**src/rtl/wb_queue.sv**
```systemverilog
// rtl/wb_queue.sv - writeback queue in front of the 8x8 register file write port
// Queued results retire one per clock; define WBQ_FORWARD_EN to build read-port forwarding.
module wb_queue #(
  parameter int DEPTH  = 4,
  parameter int DATA_W = 8,
  parameter int ADDR_W = 3
) (
  input  logic                     CLK,
  input  logic                     RESET,
  input  logic                     FLUSH,
  input  logic                     RES_VALID,
  output logic                     RES_READY,
  input  logic [DATA_W-1:0]        RES_DATA,
  input  logic [ADDR_W-1:0]        RES_ADDR,
  input  logic                     WB_STALL,
  output logic                     WB_WRITE,
  output logic [ADDR_W-1:0]        WB_ADDR,
  output logic [DATA_W-1:0]        WB_DATA,
  input  logic [ADDR_W-1:0]        RD1_ADDR,
  input  logic [ADDR_W-1:0]        RD2_ADDR,
  output logic                     FWD1_HIT,
  output logic [DATA_W-1:0]        FWD1_DATA,
  output logic                     FWD2_HIT,
  output logic [DATA_W-1:0]        FWD2_DATA,
  output logic [$clog2(DEPTH):0]   COUNT
);

  localparam int PTR_W = $clog2(DEPTH);
  localparam int CNT_W = PTR_W + 1;

  logic [DATA_W-1:0] data_q [DEPTH];
  logic [ADDR_W-1:0] addr_q [DEPTH];
  logic [PTR_W-1:0]  head_q, head_d;
  logic [PTR_W-1:0]  tail_q, tail_d;
  logic [CNT_W-1:0]  count_q, count_d;
  logic              push_w;
  logic              pop_w;

  assign RES_READY = (count_q != CNT_W'(DEPTH));
  assign WB_WRITE  = (count_q != '0) && !WB_STALL;
  assign WB_ADDR   = (count_q != '0) ? addr_q[head_q] : '0;
  assign WB_DATA   = (count_q != '0) ? data_q[head_q] : '0;
  assign COUNT     = count_q;
  assign push_w    = RES_VALID && RES_READY;
  assign pop_w     = WB_WRITE;

  always_comb begin
    head_d  = head_q;
    tail_d  = tail_q;
    count_d = count_q;
    if (FLUSH) begin
      head_d  = '0;
      tail_d  = '0;
      count_d = '0;
    end else begin
      if (push_w) tail_d = tail_q + 1'b1;
      if (pop_w)  head_d = head_q + 1'b1;
      if (push_w && !pop_w)      count_d = count_q + 1'b1;
      else if (pop_w && !push_w) count_d = count_q - 1'b1;
    end
  end

  always_ff @(posedge CLK or negedge RESET) begin
    if (!RESET) begin
      head_q  <= '0;
      tail_q  <= '0;
      count_q <= '0;
    end else begin
      head_q  <= head_d;
      tail_q  <= tail_d;
      count_q <= count_d;
    end
  end

  // Entry contents need no reset: count_q gates every read of them.
  always_ff @(posedge CLK) begin
    if (push_w && !FLUSH) begin
      data_q[tail_q] <= RES_DATA;
      addr_q[tail_q] <= RES_ADDR;
    end
  end

`ifdef WBQ_FORWARD_EN
  logic [PTR_W-1:0] idx;

  // Walk oldest to youngest so the last match seen is the youngest one.
  always_comb begin
    idx       = '0;
    FWD1_HIT  = 1'b0;
    FWD1_DATA = '0;
    FWD2_HIT  = 1'b0;
    FWD2_DATA = '0;
    for (int i = 0; i < DEPTH; i++) begin
      idx = head_q + PTR_W'(i);
      if (CNT_W'(i) < count_q) begin
        if (addr_q[idx] == RD1_ADDR) begin
          FWD1_HIT  = 1'b1;
          FWD1_DATA = data_q[idx];
        end
        if (addr_q[idx] == RD2_ADDR) begin
          FWD2_HIT  = 1'b1;
          FWD2_DATA = data_q[idx];
        end
      end
    end
  end
`else
  logic unused_rd_addr;

  assign unused_rd_addr = ^{RD1_ADDR, RD2_ADDR};
  assign FWD1_HIT  = 1'b0;
  assign FWD1_DATA = '0;
  assign FWD2_HIT  = 1'b0;
  assign FWD2_DATA = '0;
`endif

endmodule

```
**config.mk**
```make
export PLATFORM = sky130hd
export DESIGN_NAME = wb_queue
export DESIGN_NICKNAME = d
export VERILOG_FILES = /design/src/rtl/wb_queue.sv
export SDC_FILE = /design/constraint.sdc
export NUM_CORES = 1
export LEC_CHECK = 0
export CELL_PAD_IN_SITES_DETAIL_PLACEMENT = 1
export CELL_PAD_IN_SITES_GLOBAL_PLACEMENT = 1
export CORE_UTILIZATION = 24
export DETAILED_ROUTE_END_ITERATION = 10
export GPL_TIMING_DRIVEN = 0
export PLACE_DENSITY_LB_ADDON = 0.25
export SYNTH_ARGS = -nofsm -noshare
export SYNTH_HDL_FRONTEND = slang
export SYNTH_SLANG_ARGS = --single-unit
```
**constraint.sdc**
```tcl
create_clock -name CLK -period 4.1 [get_ports CLK]
set_clock_uncertainty 0.15 [all_clocks]
set_input_delay 0.82 -clock CLK [delete_from_list [all_inputs] [get_ports CLK]]
set_output_delay 0.82 -clock CLK [all_outputs]
set_load 0.01 [all_outputs]
```
wire_density.png
20 x 20 tiles, from dark blue (low) to red (high), scaled to the fullest tile. Values are wire area over tile area, all layers added.
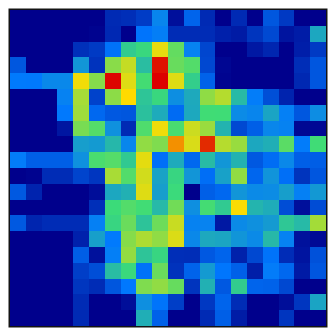
mean over tiles: 0.070
fullest tile: 0.30
tiles over half the peak: 16%
emptiest ninth of the die: bottom left
nearly empty tiles: 27%
WL/cell: 13.8 µm
routed via count: 1,308
WL final: 4.63 mm
gr usage total: 0.0962

cell_classes.png
Fill, decap, tap and diode cells in grey.
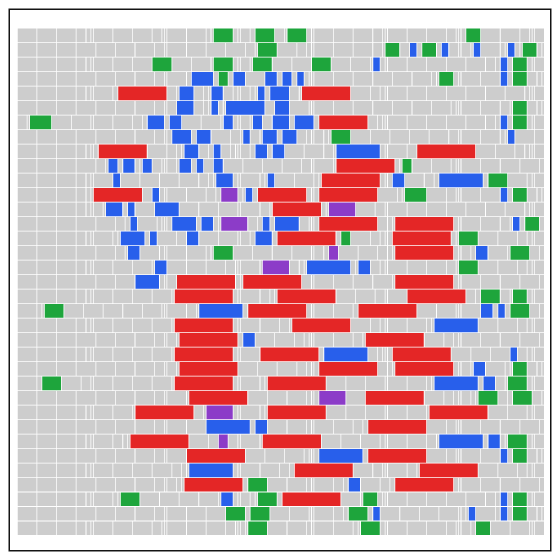
[flip-flops] red | cells: 51
[clock drivers and dummy loads] purple | cells: 8
[all other logic] blue | cells: 94
[other buffers and delay cells] green | cells: 53
Layout Utilization: 0.317
sequential share of cell area: 0.502
Design Area, Final: 0.00298 mm²
Core Footprint: 0.00942 mm²

port_nets.png
Bar = 20 µm.
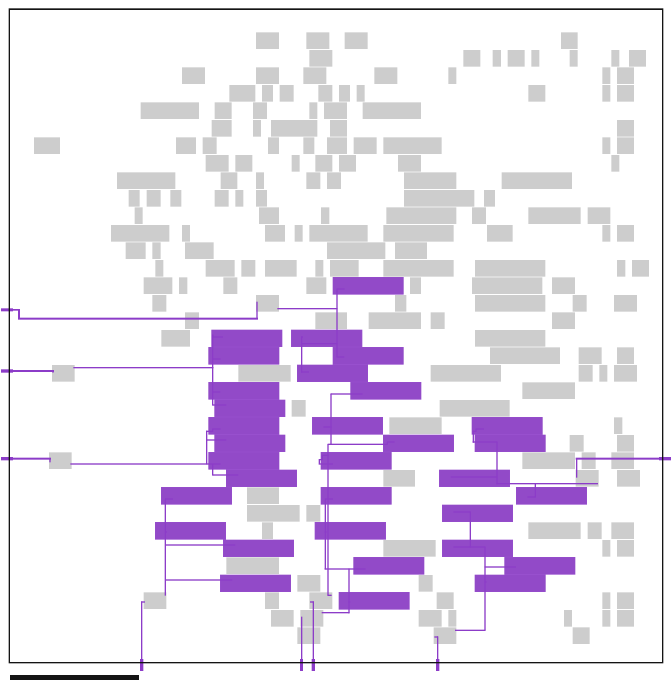
[RES_DATA] purple | bits: 8 | direction: input | edge: 4 bottom, 3 left, 1 right | end cells: 32 | wire: 407 µm
# IOs: 56
# port buffers: 30

pdn.png
Bar = 20 µm. Pins as bars on the die edge. Tap cells in grey.
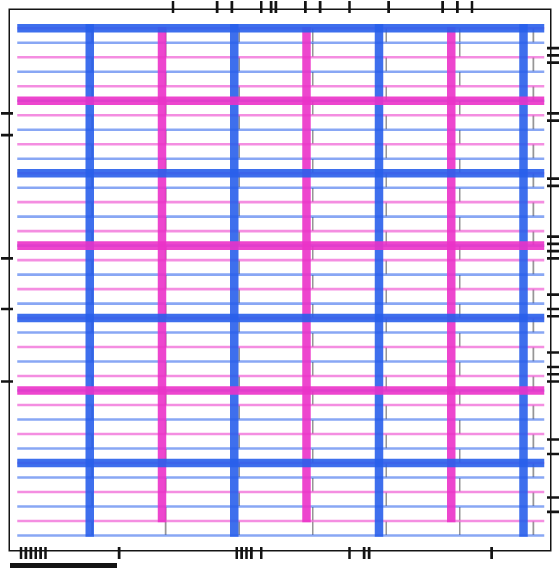
[VSS] blue
[VDD] magenta
met5 straps: 7
tap cells: 129

==> Yosys cell counts, types with 3 or more instances <==
library cell  number  area (µm²)
edfxtp_1          44        1320
or2_1              3        18.8
buf_4             18         135
xnor2_1            3        26.3
dfrtp_1            7         175
nor2b_1           12        75.1
a21oi_1            3        15.0
ha_1               4        50.1
mux4_2            11         248
and2_1             4        25.0
buf_2              3        15.0
nor2_1             6        22.5
inv_1              4        15.0
==> power by group through the flow <==
stage	Clock [mW]	Combinational, mW	Sequential, mW
3_5_place_dp	0	0.568	0.657
5_1_grt	0.318	0.611	0.651
3_3_place_gp	0	0.562	0.658
2_1_floorplan	0	0.335	0.650
6_report	0.286	0.554	0.646
4_1_cts	0.299	0.570	0.646
==> layer usage <==
layer | vias up | global-route usage
met3 | 4 | 0.0311
met4 | 0 | 0.0334
met1 | 647 | 0.119
li1 | 623 | -
met5 | - | 0
met2 | 34 | 0.158
==> worst paths after layout <==
| path | slack [ns] | end | cells after the start | start |
|---|---|---|---|---|
| setup / recovery | 0.90 | WB_WRITE | 4 | WB_STALL |
| hold / removal | 0.44 | tail_q[1]$_DFFE_PN0P_ | 2 | tail_q[1]$_DFFE_PN0P_ |
| setup reg to reg | 1.50 | COUNT[2]$_DFFE_PN0P_ | 9 | COUNT[1]$_DFFE_PN0P_ |
| hold reg to reg | 0.44 | tail_q[1]$_DFFE_PN0P_ | 2 | tail_q[1]$_DFFE_PN0P_ |
| max in group asynchronous | 2.88 | head_q[0]$_DFFE_PN0P_ | 1 | RESET |
| min in group asynchronous | 0.65 | COUNT[2]$_DFFE_PN0P_ | 1 | RESET |
==> sequential cells by signal, summed over array words and instances (netlist names) <==
signal  count
addr_q     12
tail_q      2
COUNT       3
data_q     32
head_q      2
==> results.py <==
# Auto-generated metrics
metrics = {
    "status": {
        "outcome": "finished clean",
    },
    "flow_run": {
        "tool_warnings": 35,
        "cap_violations": 0,
    },
    "critical_path": {
        "critical_path.top_delay_family": "buffers and inverters",
        "cpPeakStageDelay_ns": 0.58,
        "path_buffers": 3,
        "crit_type": "input pin to output port",
        "cp_max_fo": 10,
        "crit_chain": "clkdlybuf4s50_1 > buf_2 > nor2_1 > clkdlybuf4s50_1",
        "cp_data_required_time_ns": 3.13,
        "crit_path_end_kind": "output port",
        "arrival_ns": 2.23,
        "startpoint_type": "input pin",
        "path_common_cell": "clkdlybuf4s50_1",
        "crit_slowest_cell": "clkdlybuf4s50_1",
    },
    "logic_synthesis": {
        "ys_async_sr_fraction": 0.137,
        "syn_avg_cell_area_um2": 15.7,
        "mux_share": 0.109,
        "synthCells": 151,
        "synthFlopType": "edfxtp_1",
        "aoi_share": 0.0444,
        "ys_sh_adder": 0.0296,
        "ys_seq_share": 0.632,
        "synth_warnings": 0,
        "synth_flops": 51,
        "xor_share": 0.0111,
        "synth-edff-count": 44,
        "syn_area_mm2": 0.00237,
        "ys_top_logic_family": "multiplexers",
        "yosysUniqueCellTypes": 37,
        "yosys_area_mm2": 0.00237,
        "ys_cells": 151,
        "simple_gate_area_frac": 0.0903,
    },
    "clock_tree": {
        "cts_tree": "yes",
        "cts_root_buffer": "clkbuf_8",
        "numCtsBuffers": 5,
        "clock_path_buffers": 2,
        "clkLatencyLatePin_ns": 0.30,
        "clk_pin_slew_worst_paths_ns": 0.09,
        "h-tree-depth": 2,
        "post_cts_buffers": 0,
        "cts_hold_buf": 0,
        "cts_resized": 0,
        "cts_sinks": 51,
    },
    "cells_and_area": {
        "final_cell_mix": "edfxtp_1 (44), clkdlybuf4s50_1 (30), buf_4 (18), conb_1 (18), nor2b_1 (12)",
        "drive_above_1_share": 0.238,
        "antenna_cells": 0,
        "finalNetCount": 232,
        "num-fill-cells": 1022,
        "clk_share": 0.0294,
        "instances_no_fill": 335,
        "syn_to_final_growth_pct": 25.9,
        "inv_count": 6,
        "logic_area_um2": 741,
        "clock_buffers": 5,
        "final-nonclk-buf-share": 0.159,
        "comb_cells": 88,
        "seq_cells": 51,
        "dominant_cells": "flip-flops and latches",
        "comb_share": 0.248,
        "buffers": 53,
        "layout_top_cell": "edfxtp_1",
        "flop_area_mm2": 0.00150,
    },
    "power_and_ir_drop": {
        "power_mw": 1.49,
        "p_int_mw": 1.03,
        "clkPwrFrac": 0.193,
        "ir_worst_vdd_mv": 0.141,
        "switching_share": 0.308,
        "pwr_density_cell_mw_per_mm2": 498,
        "comb_power_share": 0.373,
        "power.leakage_nw": 1.06,
        "pwr-share-seq": 0.434,
        "power_switching_mw": 0.458,
    },
    "sta": {
        "hold_violations": 0,
        "min_period_ns": 3.20,
        "max_slew_margin": 0.565,
        "setup_viol_count_final": 0,
        "setup_slack_ns": 0.904,
        "worst_pin_slew_ns": 0.653,
        "hold_slack_ns": 0.436,
        "slew_viol_final": 0,
        "rsz0062_at_grt": "false",
        "fmax_ghz": 0.313,
        "fin_crit_sh": 0.779,
        "final.setup.tns_ns": 0,
    },
    "placement": {
        "placed_area_mm2": 0.00289,
        "dpl_worst_slack_ns": 0.883,
        "dpl.hpwl_mm": 3.24,
        "gp_congestion": 0.727,
        "placed_cells": 327,
    },
    "detailed_routing": {
        "via_per_inst": 3.90,
        "dr.max_layer_used": "met4",
        "ant_nets": 0,
        "dr.pass1.iters": 2,
        "met1_length_mm": 2.04,
        "met3_length_um": 268,
        "route.met2.wl_mm": 2.29,
        "drtIter0Drc": 32,
        "drc_errors": 0,
    },
    "global_route": {
        "grt_pass1_wl_mm": 7.21,
        "overflow": 0,
        "grt_start_max_net_pins": 17,
        "antenna_found_initial": 0,
        "grt_pass1_vias": 1332,
    },
    "die": {
        "num_rows": 35,
        "dieArea_mm2": 0.0103,
        "die_w_um": 101,
        "die_h_um": 101,
        "initial_core_util": 0.252,
        "n_tap_cell": 129,
    },
    "worst_hold_path": {
        "hold_class": "register to register",
    },
}
Power is estimated from default activity; no workload was simulated.
